### config.mk
export PLATFORM = sky130hd
export DESIGN_NAME = seq_divider
export DESIGN_NICKNAME = d
export VERILOG_FILES = /design/src/rtl/seq_divider.sv
export SDC_FILE = /design/constraint.sdc
export NUM_CORES = 1
export LEC_CHECK = 0
export CAP_MARGIN = 30
export CORE_MARGIN = 1.5
export CORE_UTILIZATION = 45
export CTS_BUF_LIST = sky130_fd_sc_hd__clkbuf_4 sky130_fd_sc_hd__clkbuf_8
export DETAILED_ROUTE_END_ITERATION = 8
export PLACE_DENSITY = 0.77
export SLEW_MARGIN = 20
export SYNTH_ARGS = -nofsm -noshare
export SYNTH_HDL_FRONTEND = slang
export SYNTH_SLANG_ARGS = --single-unit
### constraint.sdc
create_clock -name clk -period 7.3 [get_ports clk]
set_input_delay 1.46 -clock clk [delete_from_list [all_inputs] [get_ports clk]]
set_output_delay 1.46 -clock clk [all_outputs]
set_load 0.005 [all_outputs]
### src/rtl/seq_divider.sv
`timescale 1ns / 1ps
// seq_divider: sequential 32-bit restoring divider, DIV (signed) and DIVU (unsigned).
// One quotient bit per cycle. done pulses in the cycle after the 34th edge following accept.
//
// Ports:
//   clk         rising-edge clock
//   rst         asynchronous active-high reset
//   start       request a division (sampled in IDLE only)
//   is_signed   1 = signed (two's complement), 0 = unsigned; sampled with start
//   dividend    numerator; sampled with start
//   divisor     denominator; sampled with start
//   busy        high whenever the FSM is not in IDLE
//   done        one-cycle pulse, results valid
//   quotient    LO result, held until the next operation completes
//   remainder   HI result, held until the next operation completes
//   div_by_zero divisor was zero for the last completed operation
module seq_divider (
  input  logic        clk,
  input  logic        rst,
  input  logic        start,
  input  logic        is_signed,
  input  logic [31:0] dividend,
  input  logic [31:0] divisor,
  output logic        busy,
  output logic        done,
  output logic [31:0] quotient,
  output logic [31:0] remainder,
  output logic        div_by_zero
);

  typedef enum logic [1:0] {StIdle, StRun, StSign, StDone} state_e;

  state_e      state_q, state_d;
  logic [5:0]  cnt_q;
  logic [31:0] rem_q;      // partial remainder
  logic [31:0] quo_q;      // dividend magnitude, shifted out MSB first as quotient bits shift in
  logic [31:0] dvs_q;      // divisor magnitude
  logic        signed_q;
  logic        sign_q_q;
  logic        sign_r_q;
  logic        dz_q;

  logic        shift_b;
  logic [31:0] shift_r;
  logic [32:0] trial;
  logic        accept;
  logic [31:0] q_fix;
  logic [31:0] r_fix;
  logic        dvd_neg;
  logic        dvs_neg;

  assign dvd_neg = is_signed & dividend[31];
  assign dvs_neg = is_signed & divisor[31];

  // One restoring step: shift {rem, quo} left, trial-subtract the divisor as r + ~d + 1.
  // A shifted-out 1 means r >= 2^32 > divisor, so the subtraction always fits.
  assign shift_b = rem_q[31];
  assign shift_r = {rem_q[30:0], quo_q[31]};
  assign trial   = {1'b0, shift_r} + {1'b0, ~dvs_q} + 33'd1;
  assign accept  = shift_b | trial[32];

  // Divide by zero leaves rem = |dividend| and quo = all ones; re-applying the dividend sign
  // restores the original dividend, and the quotient is forced regardless of signs.
  always_comb begin
    q_fix = quo_q;
    r_fix = rem_q;
    if (dz_q) begin
      q_fix = 32'hFFFF_FFFF;
    end else if (signed_q && sign_q_q) begin
      q_fix = ~quo_q + 32'd1;
    end
    if (signed_q && sign_r_q) begin
      r_fix = ~rem_q + 32'd1;
    end
  end

  // Counter runs 0..31 across the iterations, then sits at 32 for one cycle before SIGN.
  always_comb begin
    state_d = state_q;
    case (state_q)
      StIdle:  if (start) state_d = StRun;
      StRun:   if (cnt_q == 6'd32) state_d = StSign;
      StSign:  state_d = StDone;
      StDone:  state_d = StIdle;
      default: state_d = StIdle;
    endcase
  end

  assign busy = (state_q != StIdle);
  assign done = (state_q == StDone);

  always_ff @(posedge clk or posedge rst) begin
    if (rst) begin
      state_q     <= StIdle;
      cnt_q       <= 6'd0;
      rem_q       <= 32'd0;
      quo_q       <= 32'd0;
      dvs_q       <= 32'd0;
      signed_q    <= 1'b0;
      sign_q_q    <= 1'b0;
      sign_r_q    <= 1'b0;
      dz_q        <= 1'b0;
      quotient    <= 32'd0;
      remainder   <= 32'd0;
      div_by_zero <= 1'b0;
    end else begin
      state_q <= state_d;
      case (state_q)
        StIdle: begin
          if (start) begin
            signed_q <= is_signed;
            dz_q     <= (divisor == 32'd0);
            quo_q    <= dvd_neg ? (~dividend + 32'd1) : dividend;
            dvs_q    <= dvs_neg ? (~divisor + 32'd1) : divisor;
            rem_q    <= 32'd0;
            cnt_q    <= 6'd0;
            sign_q_q <= is_signed & (dividend[31] ^ divisor[31]);
            sign_r_q <= dvd_neg;
          end
        end
        StRun: begin
          if (cnt_q != 6'd32) begin
            rem_q <= accept ? trial[31:0] : shift_r;
            quo_q <= {quo_q[30:0], accept};
            cnt_q <= cnt_q + 6'd1;
          end
        end
        StSign: begin
          quotient    <= q_fix;
          remainder   <= r_fix;
          div_by_zero <= dz_q;
        end
        default: ;
      endcase
    end
  end

endmodule

### Metal layers overlaid

Scale bar: 50 um.
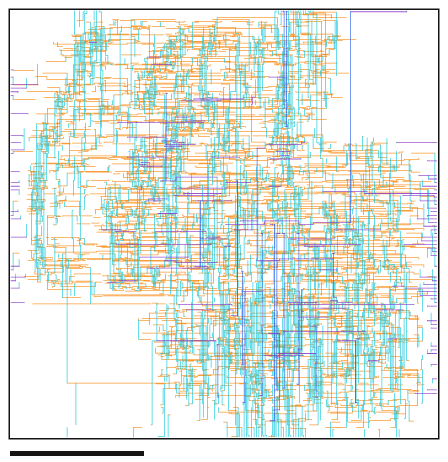
| colour | layer | wire length |
|---|---|---|
| cyan | M2 | 12,400 um |
| purple | M3 | 1,270 um |
| blue | M4 | 827 um |
| orange | M1 | 13,700 um |

### Clock wiring as the flow saved it

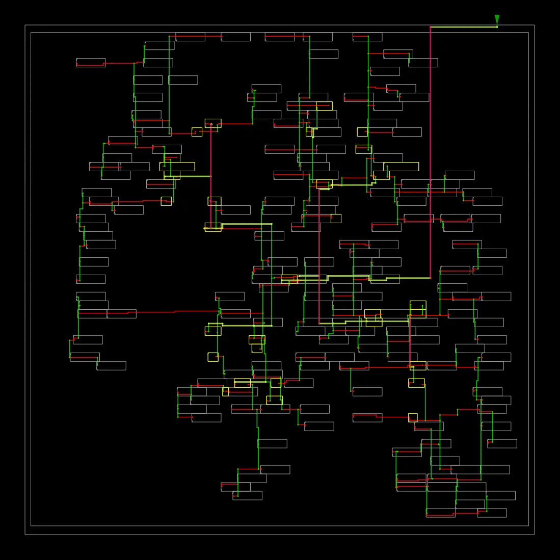
Seq cells: 173
clock buffers: 19

### Metal 4

Scale bar: 50 um. Supply wires on this layer in grey.
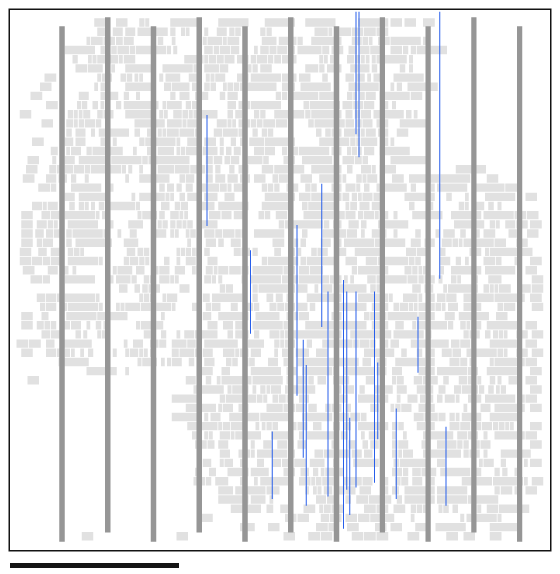
wire length on this layer: 827 um
longest straight run: 78.9 um
share of all routed wire: 2.9%
nets with wire on the layer: 18
main direction: vertical

==> flow_metrics.tcl <==
# place-and-route summary
set metrics [dict create \
    outcome "finished, final reports clean" \
    regToRegEndpoint "rem_q[29]" \
    period_needed_ps 4220 \
    nNonClkBuffers 144 \
    stdcell_count 1729 \
    whs_path_depth 2 \
    cts_root_buffer "clkbuf_8" \
    ir_drop_mv 0.167 \
    warnings 31 \
    n_all_inverters 60 \
    pwr_density_cell_nw_per_um2 473 \
    hold_viol_final 0 \
    dpl-instance-area_um2 12700 \
    grt_pass1_vias 9184 \
    logic_area_um2 6310 \
    crit_type "input port to flop" \
    cp.required_ps 7670 \
    p_leak_nw 5.53 \
    synthCells 1293 \
    synth_top_area_share_pct 39.0 \
    maxCapViolCount 0 \
    diodes 0 \
    drive_gt1_share_pct 4.70 \
    grt_pass1_wl_um 47200 \
    route.vias.total 9622 \
    setup_viol 0 \
    dp_slack_ps 2610 \
    grtUsageTotal_pct 22.7 \
    crit_family "simple AND/OR/NAND/NOR gates" \
    critical_path_buf_inv_count 1 \
    path_clk_slew_ps 90 \
    layout.area.seq_um2 4330 \
]
### I/O pins on the die edge

Pins as bars across the die edge, other pins in grey.
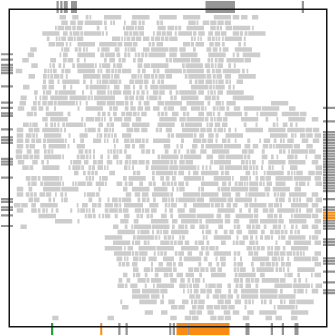
| colour | port | pins | direction | edge |
|---|---|---|---|---|
| orange | dividend | 32 | input | 29 south, 3 east |
| green | is_signed | 1 | input | south |
die height: 160 um
die x size: 160 um
PortBufs: 134

### Clock distribution

Scale bar: 50 um.
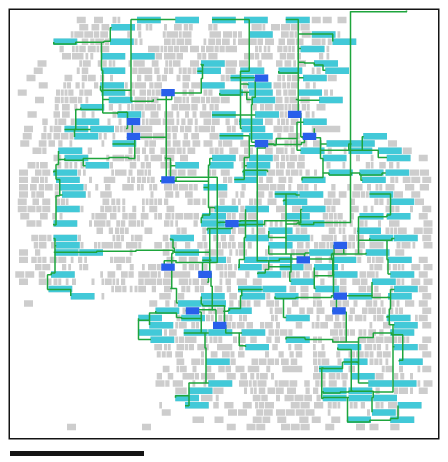
[blue] clock-net drivers | count: 17
[cyan] flip-flops | count: 173
[green] clock wires | length: 2,140 um
flops lie: widely spread

==> logic make-up (layout without fill, tap and decap cells) <==
logic type	count (synthesis)	after routing	share of synthesized area, %
compound gates	391	391	21.0
xor+xnor	148	148	11.7
fa+ha+maj	44	44	5.02
buf+inv	124	236	4.39
flops	173	173	39.0
mux	33	33	3.08
simple gates	380	380	15.9
==> Yosys cell counts, drive strengths merged, types with 15 or more instances <==
master,n
a22oi,25
clkbuf,60
nor2,124
ha,43
a31oi,19
o21ai,142
nand3,37
o31ai,20
nor3,19
xnor2,78
mux2i,24
inv,60
a21oi,127
nand2,111
xor2,70
nand2b,15
dfrtp,173
==> routing by layer <==
metal | vias up | wire (um)
met5 | - | 0
met4 | 0 | 826
met3 | 44 | 1270
met2 | 275 | 12400
met1 | 4535 | 13700
li1 | 4768 | -
